**src/rtl/ahb_pkg.sv**
```systemverilog
// Shared AHB types for the decode/mux interconnect: transfer types, response
// encodings and the default-peripheral state encoding.
package ahb_pkg;

  typedef enum logic [1:0] {
    IDLE   = 2'd0,
    BUSY   = 2'd1,
    NONSEQ = 2'd2,
    SEQ    = 2'd3
  } trans_t;

  localparam logic RESP_OKAY  = 1'b0;
  localparam logic RESP_ERROR = 1'b1;

  typedef enum logic [1:0] {
    DS_OK   = 2'd0,
    DS_ERR1 = 2'd1,
    DS_ERR2 = 2'd2
  } ds_state_t;

endpackage

```
**src/rtl/ahb_default_prph.sv**
```systemverilog
// Built-in default peripheral: answers unmapped or security-violating transfers
// with a two-cycle ERROR and keeps a saturating count of those ERRORs.
module ahb_default_prph
  import ahb_pkg::*;
#(
  parameter int ErrCntWidth = 16
) (
  input  logic                   clk,
  input  logic                   nReset,
  input  logic                   capture,
  input  logic                   errReq,
  output logic                   ready,
  output logic                   resp,
  output logic [ErrCntWidth-1:0] errCnt,
  output logic [1:0]             state
);

  ds_state_t state_q, state_d;

  always_ff @(posedge clk or negedge nReset) begin
    if (!nReset) begin
      state_q <= DS_OK;
    end else begin
      state_q <= state_d;
    end
  end

  always_comb begin
    state_d = state_q;
    ready   = 1'b1;
    resp    = RESP_OKAY;
    case (state_q)
      DS_ERR1: begin
        ready   = 1'b0;
        resp    = RESP_ERROR;
        state_d = DS_ERR2;
      end
      DS_ERR2: begin
        resp = RESP_ERROR;
      end
      DS_OK:   ;
      default: state_d = DS_OK;
    endcase
    // A capture edge always decides the next data phase, including ERR2 -> ERR1.
    if (capture) begin
      state_d = errReq ? DS_ERR1 : DS_OK;
    end
  end

  always_ff @(posedge clk or negedge nReset) begin
    if (!nReset) begin
      errCnt <= '0;
    end else if (capture && errReq && (errCnt != '1)) begin
      errCnt <= errCnt + 1'b1;
    end
  end

  assign state = state_q;

endmodule

```
**src/rtl/ahb_decode_mux.sv**
```systemverilog
// Single-controller AHB decoder and response mux: one-hot address-phase select,
// registered data-phase select, and a default peripheral for misses.
module ahb_decode_mux
  import ahb_pkg::*;
#(
  parameter int                 DataWidth   = 32,
  parameter int                 AddrWidth   = 32,
  parameter int                 PrphNum     = 4,
  parameter int                 SelBits     = 4,
  parameter logic [PrphNum-1:0] SecureOnly  = '0,
  parameter int                 ErrCntWidth = 16
) (
  input  logic                           clk,
  input  logic                           nReset,
  input  logic [AddrWidth-1:0]           addr,
  input  logic [1:0]                     trans,
  input  logic                           nonSec,
  output logic [PrphNum-1:0]             sel,
  input  logic [PrphNum*DataWidth-1:0]   prphRData,
  input  logic [PrphNum-1:0]             prphReady,
  input  logic [PrphNum-1:0]             prphResp,
  output logic [DataWidth-1:0]           rData,
  output logic                           ready,
  output logic                           resp,
  output logic [ErrCntWidth-1:0]         errCnt,
  output logic [1:0]                     dsState
);

  // Handshake: ready high at a rising clk edge completes the current data phase
  // and captures the address phase on addr/trans/nonSec in the same edge.

  logic [SelBits-1:0] idx;
  logic [PrphNum-1:0] sel_c;
  logic               hit;
  logic [PrphNum:0]   dsel;
  logic               def_ready;
  logic               def_resp;
  logic               unused_ok;

  assign idx = addr[AddrWidth-1 -: SelBits];

  always_comb begin
    sel_c = '0;
    for (int i = 0; i < PrphNum; i++) begin
      if ((idx == SelBits'(i)) && !(nonSec && SecureOnly[i])) begin
        sel_c[i] = 1'b1;
      end
    end
  end

  assign hit = |sel_c;
  assign sel = sel_c;

  always_ff @(posedge clk or negedge nReset) begin
    if (!nReset) begin
      dsel <= {1'b1, {PrphNum{1'b0}}};
    end else if (ready) begin
      dsel <= {~hit, sel_c};
    end
  end

  ahb_default_prph #(
    .ErrCntWidth(ErrCntWidth)
  ) u_default (
    .clk     (clk),
    .nReset  (nReset),
    .capture (ready),
    .errReq  (~hit & trans[1]),
    .ready   (def_ready),
    .resp    (def_resp),
    .errCnt  (errCnt),
    .state   (dsState)
  );

  always_comb begin
    rData = '0;
    ready = def_ready;
    resp  = def_resp;
    for (int i = 0; i < PrphNum; i++) begin
      if (dsel[i]) begin
        rData = prphRData[i*DataWidth +: DataWidth];
        ready = prphReady[i];
        resp  = prphResp[i];
      end
    end
  end

  assign unused_ok = &{1'b0, addr[AddrWidth-SelBits-1:0], trans[0]};

endmodule

```
**config.mk**
```make
export PLATFORM = sky130hd
export DESIGN_NAME = ahb_decode_mux
export DESIGN_NICKNAME = d
export VERILOG_FILES = /design/src/rtl/ahb_pkg.sv /design/src/rtl/ahb_default_prph.sv /design/src/rtl/ahb_decode_mux.sv
export SDC_FILE = /design/constraint.sdc
export NUM_CORES = 1
export LEC_CHECK = 0
export ABC_AREA = 1
export CAP_MARGIN = 20
export CORE_MARGIN = 3
export CORE_UTILIZATION = 33
export DETAILED_ROUTE_END_ITERATION = 8
export MAX_ROUTING_LAYER = met4
export PLACE_DENSITY = 0.88
export SLEW_MARGIN = 15
export SYNTH_ARGS = -nofsm -noshare
export SYNTH_HDL_FRONTEND = slang
export SYNTH_SLANG_ARGS = --single-unit
```
**constraint.sdc**
```tcl
create_clock -name clk -period 2.96 [get_ports clk]
set_clock_uncertainty 0.2 [all_clocks]
set_input_delay 0.592 -clock clk [delete_from_list [all_inputs] [get_ports clk]]
set_output_delay 0.592 -clock clk [all_outputs]
set_load 0.01 [all_outputs]
```
==> run_1/logic_types.png <==
Scale bar: 20 um.
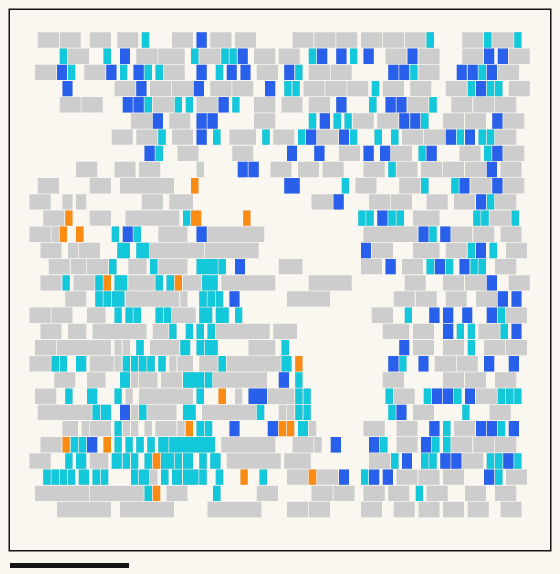
legend:
  inverting AOI/OAI gates:
    color: blue
    cells: 110
    where: spread over the die
  inverters:
    color: orange
    cells: 19
  NAND gates:
    color: cyan
    cells: 201
    where: spread over the die
fraction of standard cell area in multi-input logic: 0.3614
most frequent logic cell in the layout: sky130_fd_sc_hd__clkdlybuf4s50_1
Final Instance Count excl. Fillers: 699

==> run_1/clocks.png <==
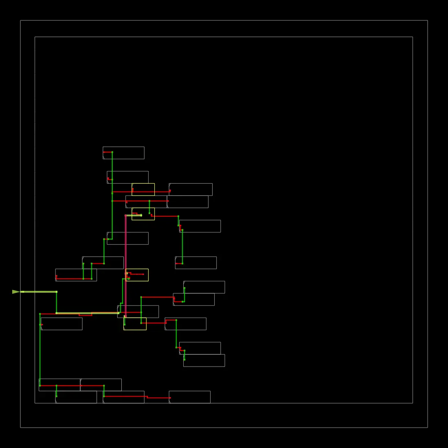
clock latency at the later pin of the worst-skew pair: 260 ps
Clk. pwr: 0.217 mW
CLK BUF: 4
number of buffers created by CTS: 3
CTS sink cnt: 22

==> run notes, run 1 <==
Results of the flow run.

The flow ran to the end, and the final reports show no timing, DRC or antenna violations. The data required time reported for the critical path is 2170 ps. The number of nets in the layout stands at 781. The number of nets produced by synthesis stands at 594.

Yosys attributes the largest share of cell area to sky130_fd_sc_hd__nand2_1 (27%), sky130_fd_sc_hd__dfrtp_1 (23%), sky130_fd_sc_hd__o21ai_0 (12%), sky130_fd_sc_hd__a21oi_1 (7.6%), sky130_fd_sc_hd__nor2_1 (3.5%). The number of different library cells in the post-synthesis netlist stands at 23. Adding up every negative setup slack in the final design gives 0 ps. The detailed router finished its first iteration with 167 violations. In the Yosys report the total cell count is 417. The combined area of all synthesized cells stands at 2369 sq um. The worst register-to-register path begins at dsel[2]. The total number of vias stands at 3614. Compared with the post-synthesis result, the final layout area differs by 92.50%.

Entering global routing, the biggest net connects 55 pins. Data arrives at the worst endpoint at 2110 ps. The analysis attributes to cell leakage a power of 1.985 nW. The initial antenna violation count is 0. After detailed placement, the total cell area comes to 4448 sq um.

Of the synthesized area, sequential elements account for 0.2324. The tree is rooted in a sky130_fd_sc_hd__clkbuf_8. Per the OpenROAD floorplan log, the area of the die is 8230 sq um. The worst setup path is of the primary input to output pin kind. Per the OpenROAD floorplan log, the width of the die is 90.72 um. Along the worst hold path, the cell count comes to 2.

The number of warning messages in the yosys log stands at 0. TritonRoute reported its final design rule violation total as 0. The H-tree depth reported by CTS stands at 1. The die height stands at 90.72 um. Per the OpenROAD floorplan log, the area of the core is 6869 sq um.

The peak clock frequency supported by timing stands at between 300 and 400 MHz. The endpoint of the worst hold path is reported as u_default.errCnt[15]. The tightest hold path in the finished design has a slack of 367.9 ps. The wire length of the first global-routing pass stands at roughly 17000 um. In this run the tools logged warnings totalling 58. The total global routing track utilization stands at 0.2574. The period utilization stands at 0.9787. The yosys-reported design area after synthesis stands at 2369 sq um. The adder and majority cell fraction of the synthesized area stands at 0.02113.

In this run the most critical hold path is launched from u_default.errCnt[15]. Logic depth along the worst register-to-register path is recorded as 9. The share of the synthesized netlist area taken by xor and xnor gates stands at 0.02958. The power density over the cells stands at between 400 and 500 nW/um^2. The met3 demand-to-capacity share in global routing stands at 0.04250. The number of instances in the synthesized netlist stands at 417. Global routing put the most usage on met2. Nets still carrying antenna violations after routing amount to 0. Per the timing report, the most critical flop-to-flop path finishes at u_default.errCnt[5]. The summed area of non-filler cells in the final layout stands at around 4600 sq um. According to the floorplan log, the row count is 30. Ranking logic cells in the layout by count gives the top entries sky130_fd_sc_hd__clkdlybuf4s50_1 (193), sky130_fd_sc_hd__nand2_1 (172), sky130_fd_sc_hd__o21ai_0 (56), sky130_fd_sc_hd__a21oi_1 (36). The reg-to-reg setup timing slack stands at 670 ps. Counting flops with an async set or reset pin after synthesis yields a share of 1.000. The most frequently used library cell after synthesis is sky130_fd_sc_hd__nand2_1.

The number of global-route vias before repair came to 3487. The area fraction in mux cells stands at 0. The synthesis run identifies the leading combinational cell family as simple AND/OR/NAND/NOR gates. At the floorplan stage, the core utilization is reported as 0.3448. Total power for the finished layout comes to 2.206 mW.

The synthesis report names the predominant flop master as sky130_fd_sc_hd__dfrtp_1. The total half-perimeter wirelength after legalization and detailed placement stands at 8343 um. The simple-gate portion of the synthesized area stands at 0.4046. Looking at area per cell type in the netlist, the leader is sky130_fd_sc_hd__nand2_1. The routed design shows a via density per instance of 5.170. The worst-path maximum fanout stands at 3. The synthesized design contains 0 enable-type register cells. The tool flagged a number of max-cap violations equal to 0. Max-slew check failures listed in the final report amount to 0. The final setup violation count stands at 0. The top-level I/O count stands at 229. The relative slew slack stands at 0.6880. The number of port buffers stands at 198.

The commonest cells after synthesis are sky130_fd_sc_hd__nand2_1 (172), sky130_fd_sc_hd__o21ai_0 (59), sky130_fd_sc_hd__a21oi_1 (36). In this run the deepest clock path goes through 2 buffers. The pin closest to its max-slew limit shows a slew of about 470 ps. Per the synthesis report, the AND-OR/OR-AND share of the synthesized area is 0.2351. In the global route stage, met2 resource usage came out at 0.4435. The flip-flop and latch count after synthesis stands at 22.

Counting I/O delays and the setup requirement, the final critical path takes 2897 ps. TritonCTS built the clock tree. The fraction of layout cells with a size suffix above 1 stands at 0.04478. STA classifies the critical path endpoint as an output pin.

The area fraction of the largest cell type after synthesis is 0.2726. STA classifies the critical path startpoint as a primary input. The post-synthesis area per instance stands at 5.680 sq um. The average wire length per cell after detail routing stands at 15.75 um. Per the detailed-route log, wirelength across all metal layers totals 11010 um. The total congestion overflow after global routing stands at 0. The number of hold violations in the final report stands at 0. The first-pass iteration count of the detailed router stands at 5.

The worst-case IR drop observed on VDD is about 0.35 mV. Note that the worst hold path type here is flop to flop. In the CTS report, the clock slew at the register clock pins of the worst setup and hold paths is listed as 80 ps. In the global route stage, met1 resource usage came out at 0.3104. The global placement routability congestion stands at around 0.94. For this run, the script counts the antenna cells in the layout as 0.
==> run_1/flops_by_reg.png <==
Other cells in gray.
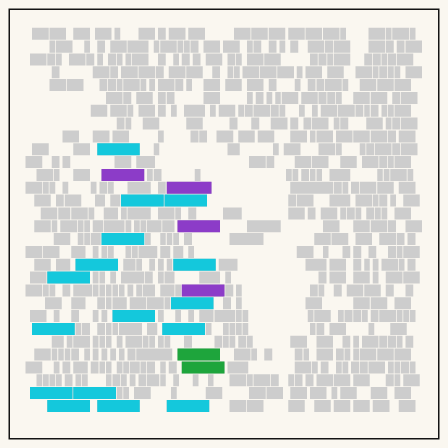
legend:
  dsel:
    color: purple
    placed_flops: 4
    where: center
  u_default.errCnt:
    color: cyan
    placed_flops: 16
  u_default.state:
    color: green
    placed_flops: 2

-- run 1: metrics by stage --
stage | std cells | setup slack (ps) | util
after detailed placement | 694 | 52.70 | 0.6475
after CTS | 698 | 70.75 | 0.6556
after floorplan | 417 | 828.6 | -
after global placement | 694 | 99.12 | 0.6475
after global routing | 699 | -10.15 | 0.6638
final | 699 | 62.99 | 0.6638
-- run 1: layer usage --
metal | share of wire | vias up | routed length [um]
met2 | 0.50 | 175 | 5470
met3 | 0.076 | 27 | 835
met4 | 0.026 | 0 | 289
li1 | - | 1746 | -
met5 | 0 | - | 0
met1 | 0.40 | 1666 | 4412
-- run 1: critical path, cell delays in order --
cell and delay [ps]:
sky130_fd_sc_hd__clkdlybuf4s50_1 500, sky130_fd_sc_hd__inv_1 80, sky130_fd_sc_hd__nor3_1 320, sky130_fd_sc_hd__clkdlybuf4s50_1 610
-- run 1: flip-flops by register name, summed over array words and instances (netlist names) --
register and cells:
dsel 4, u_default.errCnt 16, u_default.state 2
-- run 1: timing repair --
item,in CTS,in global routing
resized,0,13
setup endpoints to repair,0,15
hold buffers,0,0
setup buffers,0,0
-- run 1: worst max path at each step --
stage                  start   endpoint
floorplan            dsel[1]  rData[23]
global placement    addr[28]     sel[3]
detailed placement  addr[28]     sel[3]
CTS                  dsel[1]       resp
global route         dsel[0]  rData[26]
finish              addr[28]     sel[1]
-- run 1: area by class of cell --
cell class	instances	area, sq um
repair buffers	207	2112
clock buffers	4	55.05
inverters	19	72.57
flip-flops and latches	22	551.8
well taps	96	120.1
multi-input cells	351	1648
fillers	626	2310
-- run 1: power by group --
group / total (mW) / switching [mW] / internal [mW]
clock: 0.217 / 0.0988 / 0.119
sequential: 0.427 / 0.0784 / 0.349
combinational: 1.56 / 0.767 / 0.794
--- run 2 (diff from run 1) ---
- CORE_AREA: unset -> 3 3 89 91
- CORE_MARGIN: 3 -> unset
- CORE_UTILIZATION: 33 -> unset
- DIE_AREA: unset -> 0 0 92 94
- DONT_BUFFER_PORTS: unset -> 1
- GPL_ROUTABILITY_DRIVEN: unset -> 0
- PLACE_DENSITY: 0.88 -> unset
- TNS_END_PERCENT: unset -> 10
==> run_2/logic_types.png <==
Scale bar: 20 um.
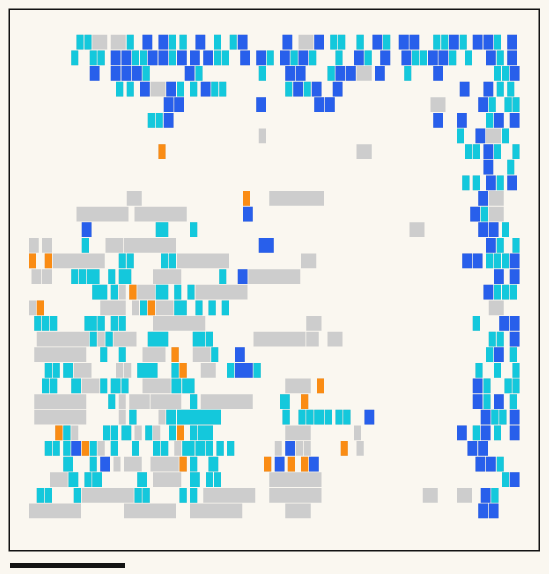
legend:
  inverters:
    color: orange
    cells: 19
  inverting AOI/OAI gates:
    color: blue
    cells: 110
    where: spread over the die
  NAND gates:
    color: cyan
    cells: 201
    where: spread over the die

==> run_2/io_placement.png <==
Pins as bars across the die edge, other pins in gray.
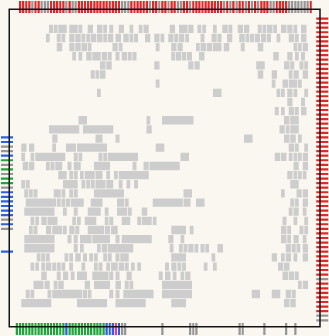
legend:
  prphRData:
    color: red
    pins: 128
    direction: input
    edge: 64 east, 64 north
  nReset:
    color: magenta
    pins: 1
    direction: input
    edge: south
  addr:
    color: green
    pins: 32
    direction: input
    edge: 28 south, 4 west
  errCnt:
    color: blue
    pins: 16
    direction: output
    edge: 11 west, 5 south
vertical die dimension: 94 um
die extent in x: 92 um

==> run 2 against run 1 <==
Net effect: combinational power shrank 38%; total power shrank 25%; die size grew 5.1%; global-route usage shrank 7.0 points; register-to-register slack gained 20 ps; maximum frequency grew 11%; cell count shrank 26%; via count shrank 23%; worst setup slack gained 300 ps; hold slack lost 9.7 ps.
==> run notes, run 2 <==
Results of the flow run.

The flow ran to the end, and the final reports show no timing, DRC or antenna violations. By area the synthesized netlist is led by sky130_fd_sc_hd__nand2_1 (27%), sky130_fd_sc_hd__dfrtp_1 (23%), sky130_fd_sc_hd__o21ai_0 (12%), sky130_fd_sc_hd__a21oi_1 (7.6%), sky130_fd_sc_hd__nor2_1 (3.5%). The endpoint identified for the worst register-to-register timing path is u_default.errCnt[6]. Logic depth along the worst register-to-register path is recorded as 9. The floorplan has 31 rows. Leaving out the clock tree, the finished layout contains a buffer count of 21. The yosys-reported design area after synthesis stands at 2369 sq um.

The worst path buffer plus inverter count stands at 2. The worst-path maximum fanout stands at between 40 and 50. Of the cells placed in the final design, the portion with a size suffix greater than 1 is 0.08873. The H-tree depth reported by CTS stands at 1.

The logic share of the area stands at 0.6281. The number of routed nets with antenna violations stands at 0. The layout has 19 inverters outside the clock class. Of the combinational cells, the family taking the most area is simple AND/OR/NAND/NOR gates. The total number of vias stands at 2789. The register with the most flip-flops in the layout has 16 of them. Registers take 551.8 sq um.

Detailed placement reports a standard cell area of 2527 sq um. Yosys reports that the most numerous cell types are sky130_fd_sc_hd__nand2_1 (172), sky130_fd_sc_hd__o21ai_0 (59), sky130_fd_sc_hd__a21oi_1 (36). In the Yosys stats the netlist draws on 23 distinct library cells. The max-capacitance violation count stands at 0. STA lists the startpoint of the worst hold path as addr[28]. The filler cell count in the final layout stands at slightly below 800. The number of hold violations in the final report stands at 0. Setup repair after global routing left no endpoint under its margin.

In this run the clock root is driven by a sky130_fd_sc_hd__clkbuf_8. The initial antenna violation count stands at 0. The flip-flop and latch count after synthesis stands at 22. The ratio of routed vias to standard cells stands at 5.405. The worst register-to-register path has a setup slack of between 600 and 700 ps. The number of cells in the finished layout apart from fillers stands at 516. Per the cell usage report, the commonest logic cells after layout are sky130_fd_sc_hd__nand2_1 (172), sky130_fd_sc_hd__o21ai_0 (59), sky130_fd_sc_hd__a21oi_1 (36), sky130_fd_sc_hd__nor2_1 (21), sky130_fd_sc_hd__dfrtp_1 (21). The tally of clock buffers in the finished layout stands at 4.

The complex-gate fraction of the synthesized area stands at 0.2351. The number of cells on the worst hold path is listed as 3. STA classifies the critical path endpoint as an output pin. The static leakage stands at between 1 and 1.5 nW.

For this run, the register share of the synthesized area comes to 0.2324. The buffer depth of the longest clock path stands at 2. Per the cell usage report, the commonest logic cell in the layout is sky130_fd_sc_hd__nand2_1. Ranked by total area, the top cell class in this layout is combinational gates. The slowest stage of the critical path belongs to the cell sky130_fd_sc_hd__dfrtp_2. Tracing the worst setup path back leads to its startpoint at dsel[3]. The share of the synthesized area in the top cell type stands at 0.2726. By startpoint and endpoint, the worst setup path is classified as flop to output pin. The first global-routing pass estimated 12640 um of wire. The post-synthesis area per instance stands at 5.680 sq um. Per the synthesis report, the dominant area consumer among library cells is sky130_fd_sc_hd__nand2_1. The flop count stands at 22. The number of nets in the layout stands at 595.

The number of nets produced by synthesis stands at 594. In the final timing run, aggregate negative setup slack is 0 ps. The CTS log lists the clock sinks for this run as 22. The register with the most flip-flops in the final layout is u_default.errCnt. The DRC violation count after routing stands at 0. The core area stands at 7214 sq um. For this run, the top clock speed supported by timing is around 380 MHz. The worst setup path is launched from a flop.

Summed over all routing layers, the global router reports a total usage of 0.1874. The maximum number of pins on one net before global-route repair stands at approximately 42. The number of CTS-inserted buffers stands at 3.

The number of logic gates stands at 351. The sequential portion of the cell area stands at 0.2116. The slew check shows that the tightest pin keeps a relative margin of 0.6031. The floorplan report lists the tap cell count as 99. Overall power consumption after layout is estimated at 1.652 mW. The delay contributed by the slowest stage of the critical path stands at 640 ps. The clock period minus worst slack stands at around 2600 ps. The script logs the mean routed wire length per placed instance as 17.15 um. Once iteration 0 of detailed routing completed, the report listed between 100 and 150 DRC markers. The share of the core area taken by cells at floorplan is 0.3283. Clock latency on the worst-skew pair, taken at its later pin, is 270 ps.

The clock-pin slew reported for the worst setup and hold paths after clock tree synthesis stands at 80 ps. The final standard cell utilization of the core stands at 0.3614. The number of port buffers stands at 0. Looking at the VDD voltage map, the peak drop is 0.2732 mV.

The data required time at the worst endpoint stands at 2170 ps. The final wirelength stands at 8849 um. The final max-slew violation count stands at 0. The top-level I/O count stands at roughly 230. The number of global-route vias before repair stands at 2463. The number of antenna repair diodes stands at 0. Note that the worst hold path type here is primary input to flop. After synthesis, the share of cell area in mux cells is 0. The area growth from synthesis to final layout stands at 10.09%. The timing report lists the critical path depth as 4 cells. The post-synth tally of flip-flops with integrated enable stands at 0. The total overflow left after global routing is 0. The transition time recorded at the tightest slew-check pin is 593.4 ps.

The proportion of synthesized flip-flops having asynchronous set or reset stands at 1.000. After synthesis the cells add up to roughly 2400 sq um. The adder and majority cell fraction of the synthesized area stands at 0.02113.

Among the stages of the critical path, the cell type that occurs most often is sky130_fd_sc_hd__buf_4. The number of cells in Yosys stat stands at approximately 420. The clock tree cell share of total cell area stands at 0.02111. The cell family contributing the most delay on the critical path is flip-flops. The layout report lists the non-clock buffer share of cell area as 0.06430.

The most common cell in the synthesized netlist is sky130_fd_sc_hd__nand2_1. The worst path arrival time stands at 1810 ps. The number of instances in the synthesized netlist stands at between 400 and 500. On the final layout, the worst hold slack is 358.2 ps. The final worst slack stands at 359.4 ps. The total half-perimeter wirelength after legalization and detailed placement stands at 6986 um. In the hold report, the worst path ends at dsel[2]. In the final layout, the multi-input gates occupy approximately 1600 sq um.

With fillers left out, the area of the finished cells amounts to 2608 sq um. The last timing report of the flow puts the setup violation total at 0. The worst setup slack before clock tree synthesis stands at roughly 600 ps. The warning total across the stage logs stands at between 50 and 60. The overall chip area stands at between 8000 and 9000 sq um. Counting the warning lines in the Yosys log gives 0.

The detailed placer reported the number of placed instances as 510. In this run, the synthesized area fraction spent on xor and xnor cells is recorded as 0.02958. Among all flip-flop cells after synthesis, the most frequent one is sky130_fd_sc_hd__dfrtp_1. The report lists the cells along the critical path as buf_4 > nand2_1 > o21ai_0 > buf_4. Of the total synthesized cell area, the portion taken by AND, OR, NAND and NOR gates is 0.4046. For the worst reg-to-reg path, the startpoint reported by OpenROAD is dsel[2]. The first TritonRoute pass finished after 5 iterations.

The period utilization stands at 0.8786.
-- run 2: worst reg2reg max path: stages (launching register included) --
cell                      delay [ps]
sky130_fd_sc_hd__dfrtp_1         360
sky130_fd_sc_hd__buf_4           180
sky130_fd_sc_hd__inv_2           400
sky130_fd_sc_hd__nor2_1           90
sky130_fd_sc_hd__nor2_1          100
sky130_fd_sc_hd__nand2_1         100
sky130_fd_sc_hd__nand2_1         200
sky130_fd_sc_hd__nand3_2         320
sky130_fd_sc_hd__nand2_1         150
sky130_fd_sc_hd__nand2_1          60
-- run 2: worst max path at each step --
stage	end	slack [ps]
3_5_place_dp	rData[5]	600
3_3_place_gp	rData[5]	610
6_report	rData[21]	360
4_1_cts	rData[5]	300
5_1_grt	rData[5]	160
2_1_floorplan	rData[23]	830
-- run 2: where the power goes --
part / switching (mW) / total (mW) / internal [mW]
Sequential: 0.110 / 0.458 / 0.348
Clock: 0.101 / 0.220 / 0.119
Combinational: 0.648 / 0.974 / 0.326
Total: 0.859 / 1.65 / 0.793
-- run 2: what timing repair did --
item                      4_1_cts  5_1_grt
hold endpoints to repair       22        0
hold buffers                    1        0
setup buffers                   0        0
resized                         0        0
-- run 2: cells by family (layout without fill, tap and decap cells) --
group,count (synthesis),in the layout
xor+xnor,8,8
fa+ha+maj,4,4
buf+inv,44,44
compound gates,110,110
simple gates,229,229
flops,22,22
-- run 2: per-layer routing --
metal | share of wire | vias to the layer above | GRT usage
met2 | 0.48 | 161 | 0.3096
met5 | 0 | - | -
met1 | 0.40 | 1248 | 0.2364
met3 | 0.10 | 15 | 0.04888
li1 | - | 1365 | -
met4 | 0.015 | 0 | 0.02970
--- run 3 (diff from run 2) ---
- ABC_CLOCK_PERIOD_IN_PS: unset -> 2960
==> run_3/flops_by_reg.png <==
Other cells in gray.
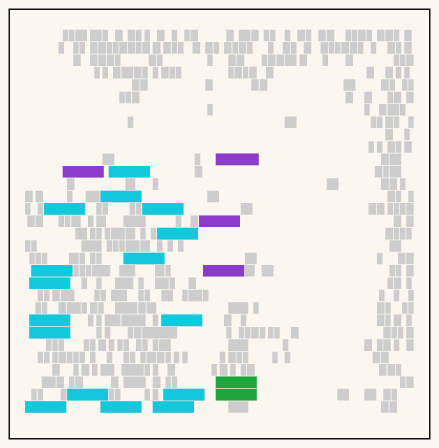
legend:
  u_default.state:
    color: green
    placed_flops: 2
  dsel:
    color: purple
    placed_flops: 4
    where: center
  u_default.errCnt:
    color: cyan
    placed_flops: 16

==> run_3/io_placement.png <==
Pins as bars across the die edge, other pins in gray.
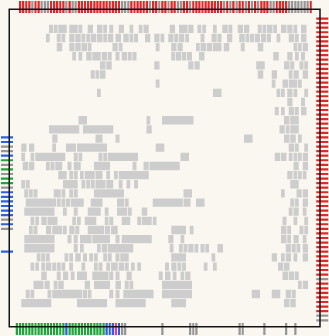
legend:
  errCnt:
    color: blue
    pins: 16
    direction: output
    edge: 11 west, 5 south
  addr:
    color: green
    pins: 32
    direction: input
    edge: 28 south, 4 west
  prphRData:
    color: red
    pins: 128
    direction: input
    edge: 64 east, 64 north
  nReset:
    color: magenta
    pins: 1
    direction: input
    edge: south
all pins by edge: 95 north, 67 east, 45 south, 22 west

==> run 3 against run 2 <==
Net effect: global-route usage stayed put; sequential share of layout area stayed put; design area stayed put; first-iteration DRC count stayed put; hold slack stayed put; worst setup slack stayed put; die size stayed put; highest routed layer unchanged; register-to-register slack hardly changed.
==> run notes, run 3 <==
Results of the flow run.

TritonCTS built the clock tree. Per the post-synthesis stats, the area per cell is 5.680 sq um. Looking at the gate-level netlist, the highest instance count belongs to sky130_fd_sc_hd__nand2_1. The routed design could run at a clock period as short as 2601 ps.

The area growth from synthesis to final layout stands at 10.09%. The internal power consumption stands at about 0.79 mW. For reference, the top cells by count after synthesis are sky130_fd_sc_hd__nand2_1 (172), sky130_fd_sc_hd__o21ai_0 (59), sky130_fd_sc_hd__a21oi_1 (36).

Grouping stages by cell kind, the critical path spends the most delay in flip-flops. Post-synthesis, Yosys gives the total cell area as 2369 sq um. The placement stage leaves a total instance area of 2527 sq um. The first global-routing pass estimated around 13000 um of wire. Row generation in the floorplan step produced 31 rows.

Entering global routing, the biggest net connects 42 pins. Synthesis instantiated 23 different standard cells from the library. The data required time at the worst endpoint stands at between 2000 and 2500 ps.

Setup repair after global routing left no endpoint under its margin. The number of hold violations in the final report stands at 0. The number of cells in Yosys stat stands at 417. For reference, the mux area share after synthesis is 0.

Dividing the final minimum period by the clock period gives 0.8786. Yosys shows that the main logic family after synthesis is simple AND/OR/NAND/NOR gates. The final layout report lists a filler cell count of 793. The number of warning messages in the yosys log stands at 0. The post-synth tally of flip-flops with integrated enable stands at 0. The combinational cell area excluding buffers and inverters stands at 1638 sq um. The report lists the cells along the critical path as buf_4 > nand2_1 > o21ai_0 > buf_4. Per Yosys stat, the portion of area used by sequential elements is 0.2324.

In the synthesized netlist the dominant register cell turns out to be sky130_fd_sc_hd__dfrtp_1. The clock-pin slew reported for the worst setup and hold paths after clock tree synthesis stands at around 80 ps. The run finished with clean final reports. The buffer_ports step reported a buffer count of 0. The pre-placement core utilization stands at 0.3283. The delay contributed by the slowest stage of the critical path stands at roughly 640 ps. Per the synth stats, the proportion of register bits with asynchronous set or reset is 1.000. The most critical hold endpoint after final layout shows a slack of 358.2 ps.

The number of placed instances with taps included stands at 510. Of the total power, combinational logic draws 0.590. The number of clock sinks seen by CTS stands at 22. The net switching power in the latest report is ~0.86 mW.

The worst-path maximum fanout stands at between 40 and 50. Across the run, the number of max-cap violations was 0. CTS placed an instance of sky130_fd_sc_hd__clkbuf_8 at the clock tree root. The top cell types in the final layout, fill and taps aside, are sky130_fd_sc_hd__nand2_1 (172), sky130_fd_sc_hd__o21ai_0 (59), sky130_fd_sc_hd__a21oi_1 (36), sky130_fd_sc_hd__nor2_1 (21), sky130_fd_sc_hd__dfrtp_1 (21). The die height stands at 94 um. The width of the die stands at 92 um.

The total power draw stands at 1.652 mW. Data on the critical path arrives at its endpoint at 1810 ps. The register area stands at 551.8 sq um. The DRC violation count after routing stands at 0. STA classifies the critical path endpoint as an output pin. The number of instances in the synthesized netlist stands at between 400 and 500.

The worst setup path is of the flop to output pin kind. The combined area of all synthesized cells stands at between 2000 and 2500 sq um. The worst setup path is launched from a flop. The critical path's slowest stage uses the library cell sky130_fd_sc_hd__dfrtp_2. TritonRoute output was used to compute an average wire per cell of 17.15 um. The power report attributes to the clock group a share of 0.133. The ratio of routed vias to standard cells stands at roughly 5.4.

After synthesis, the cell types taking the most area are sky130_fd_sc_hd__nand2_1 (27%), sky130_fd_sc_hd__dfrtp_1 (23%), sky130_fd_sc_hd__o21ai_0 (12%), sky130_fd_sc_hd__a21oi_1 (7.6%), sky130_fd_sc_hd__nor2_1 (3.5%). Of the total synthesized cell area, the portion taken by XOR and XNOR cells is 0.02958. The measured slew at the worst slew-check pin stands at between 500 and 600 ps.

The fraction of layout cells with a size suffix above 1 stands at 0.08873. In this run the VDD rail shows a maximum IR drop of 0.2732 mV. The power density over the cells stands at 633.5 nW/um^2. The largest total area in the synthesized netlist belongs to sky130_fd_sc_hd__nand2_1. The total global routing track utilization stands at 0.1874. The top-level I/O count stands at 229. In this run the remaining antenna-violating nets after routing total 0. The final standard cell utilization of the core stands at 0.3614.

Counting pins that exceed their max-slew limit in the final report gives 0. The repair_antennas step left the layout with diodes totalling 0. Per the CTS log, the maximum H-tree level is 1. Ranked by flip-flop count, first place goes to u_default.errCnt. The cell that appears most often on the critical path is sky130_fd_sc_hd__buf_4. The most common logic cell in the final layout is sky130_fd_sc_hd__nand2_1. The min-delay analysis places its worst path in the category primary input to flop.

The register with the most flip-flops in the layout has 16 of them. The total number of vias stands at 2789. The overall chip area stands at between 8000 and 9000 sq um. Setup total negative slack on the finished layout was measured at 0 ps. Before antenna repair, the detailed router went through 5 iterations. The cell-mix breakdown from Yosys lists the compound-gate area share as 0.2351.

Static timing analysis puts the maximum clock frequency at 384.5 MHz. The warning total across the stage logs stands at 58. The total congestion overflow after global routing stands at 0. The number of global-route vias before repair was about 2500.

The number of nets in the layout stands at 595. The core area stands at 7214 sq um. The initial antenna violation count stands at 0.

As reported, the later end of the worst-skew pair has a clock insertion delay of about 270 ps. The final worst slack stands at roughly 360 ps. The flip-flop and latch count after synthesis stands at 22. The buffer depth of the longest clock path stands at 2. The simple-gate portion of the synthesized area stands at 0.4046. The switching power share of the total stands at 0.5198. After the flow finishes, the layout carries non-filler instances totaling 516.
## run 3: cell counts after synthesis
Identical to the previous run, type by type.
## run 3: layer usage
metal,GRT usage,wire length [um]
met5,-,0
met4,0.02970,134
met3,0.04888,921
met2,0.3096,4226
met1,0.2364,3567
## run 3: cell type report
class / instances / share of cell area
Tap cell: 99 / 0.04750
Multi-Input combinational cell: 351 / 0.6281
Sequential cell: 22 / 0.2116
Clock buffer: 4 / 0.02111
Inverter: 19 / 0.02735
Timing Repair Buffer: 21 / 0.06430
## run 3: cell families (layout without fill, tap and decap cells)
family	after synthesis	after routing
compound gates	110	110
xor+xnor	8	8
fa+ha+maj	4	4
buf+inv	44	44
flops	22	22
simple gates	229	229
## run 3: worst paths after layout
check	startpoint	endpoint	slack, ps	cells after the start
worst max-delay path	dsel[3]	rData[21]	360	4
worst min-delay path	addr[28]	dsel[2]	360	3
worst max register to register	dsel[2]	u_default.errCnt[6]	690	9
worst min register to register	u_default.errCnt[1]	u_default.errCnt[1]	410	2
max in group asynchronous	nReset	dsel[3]	1500	2
min in group asynchronous	nReset	u_default.errCnt[5]	560	1
## run 3: power by group through the flow
stage | registers, mW | logic (mW) | clock network [mW]
3_5_place_dp | 0.465 | 0.971 | 0
5_1_grt | 0.470 | 1.10 | 0.238
3_3_place_gp | 0.463 | 0.950 | 0
4_1_cts | 0.458 | 0.983 | 0.226
6_report | 0.458 | 0.974 | 0.220
2_1_floorplan | 0.424 | 0.712 | 0
## run 3: timing repair
| item | 4_1_cts | 5_1_grt |
|---|---|---|
| hold buffers | 1 | 0 |
| hold endpoints to repair | 22 | 0 |
| resized | 0 | 0 |
## run 3: worst register-to-register path: cells and delay by family, from the launching register on
kind	cells	cell delay [ps]
buf+inv	2	580
flops	1	360
simple gates	7	1020

==> notes/layouts.md <==
Pictures saved along the way, in no particular order.

Signal wires by layer.
image #1
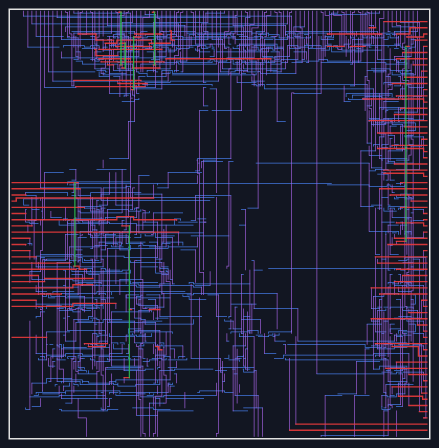
image #2
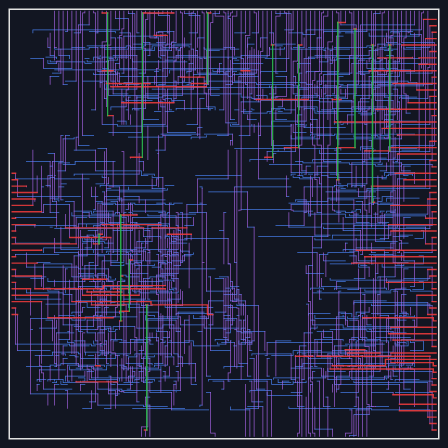
image #1: run 3
image #2: run 1

Power is estimated from default activity; no workload was simulated.
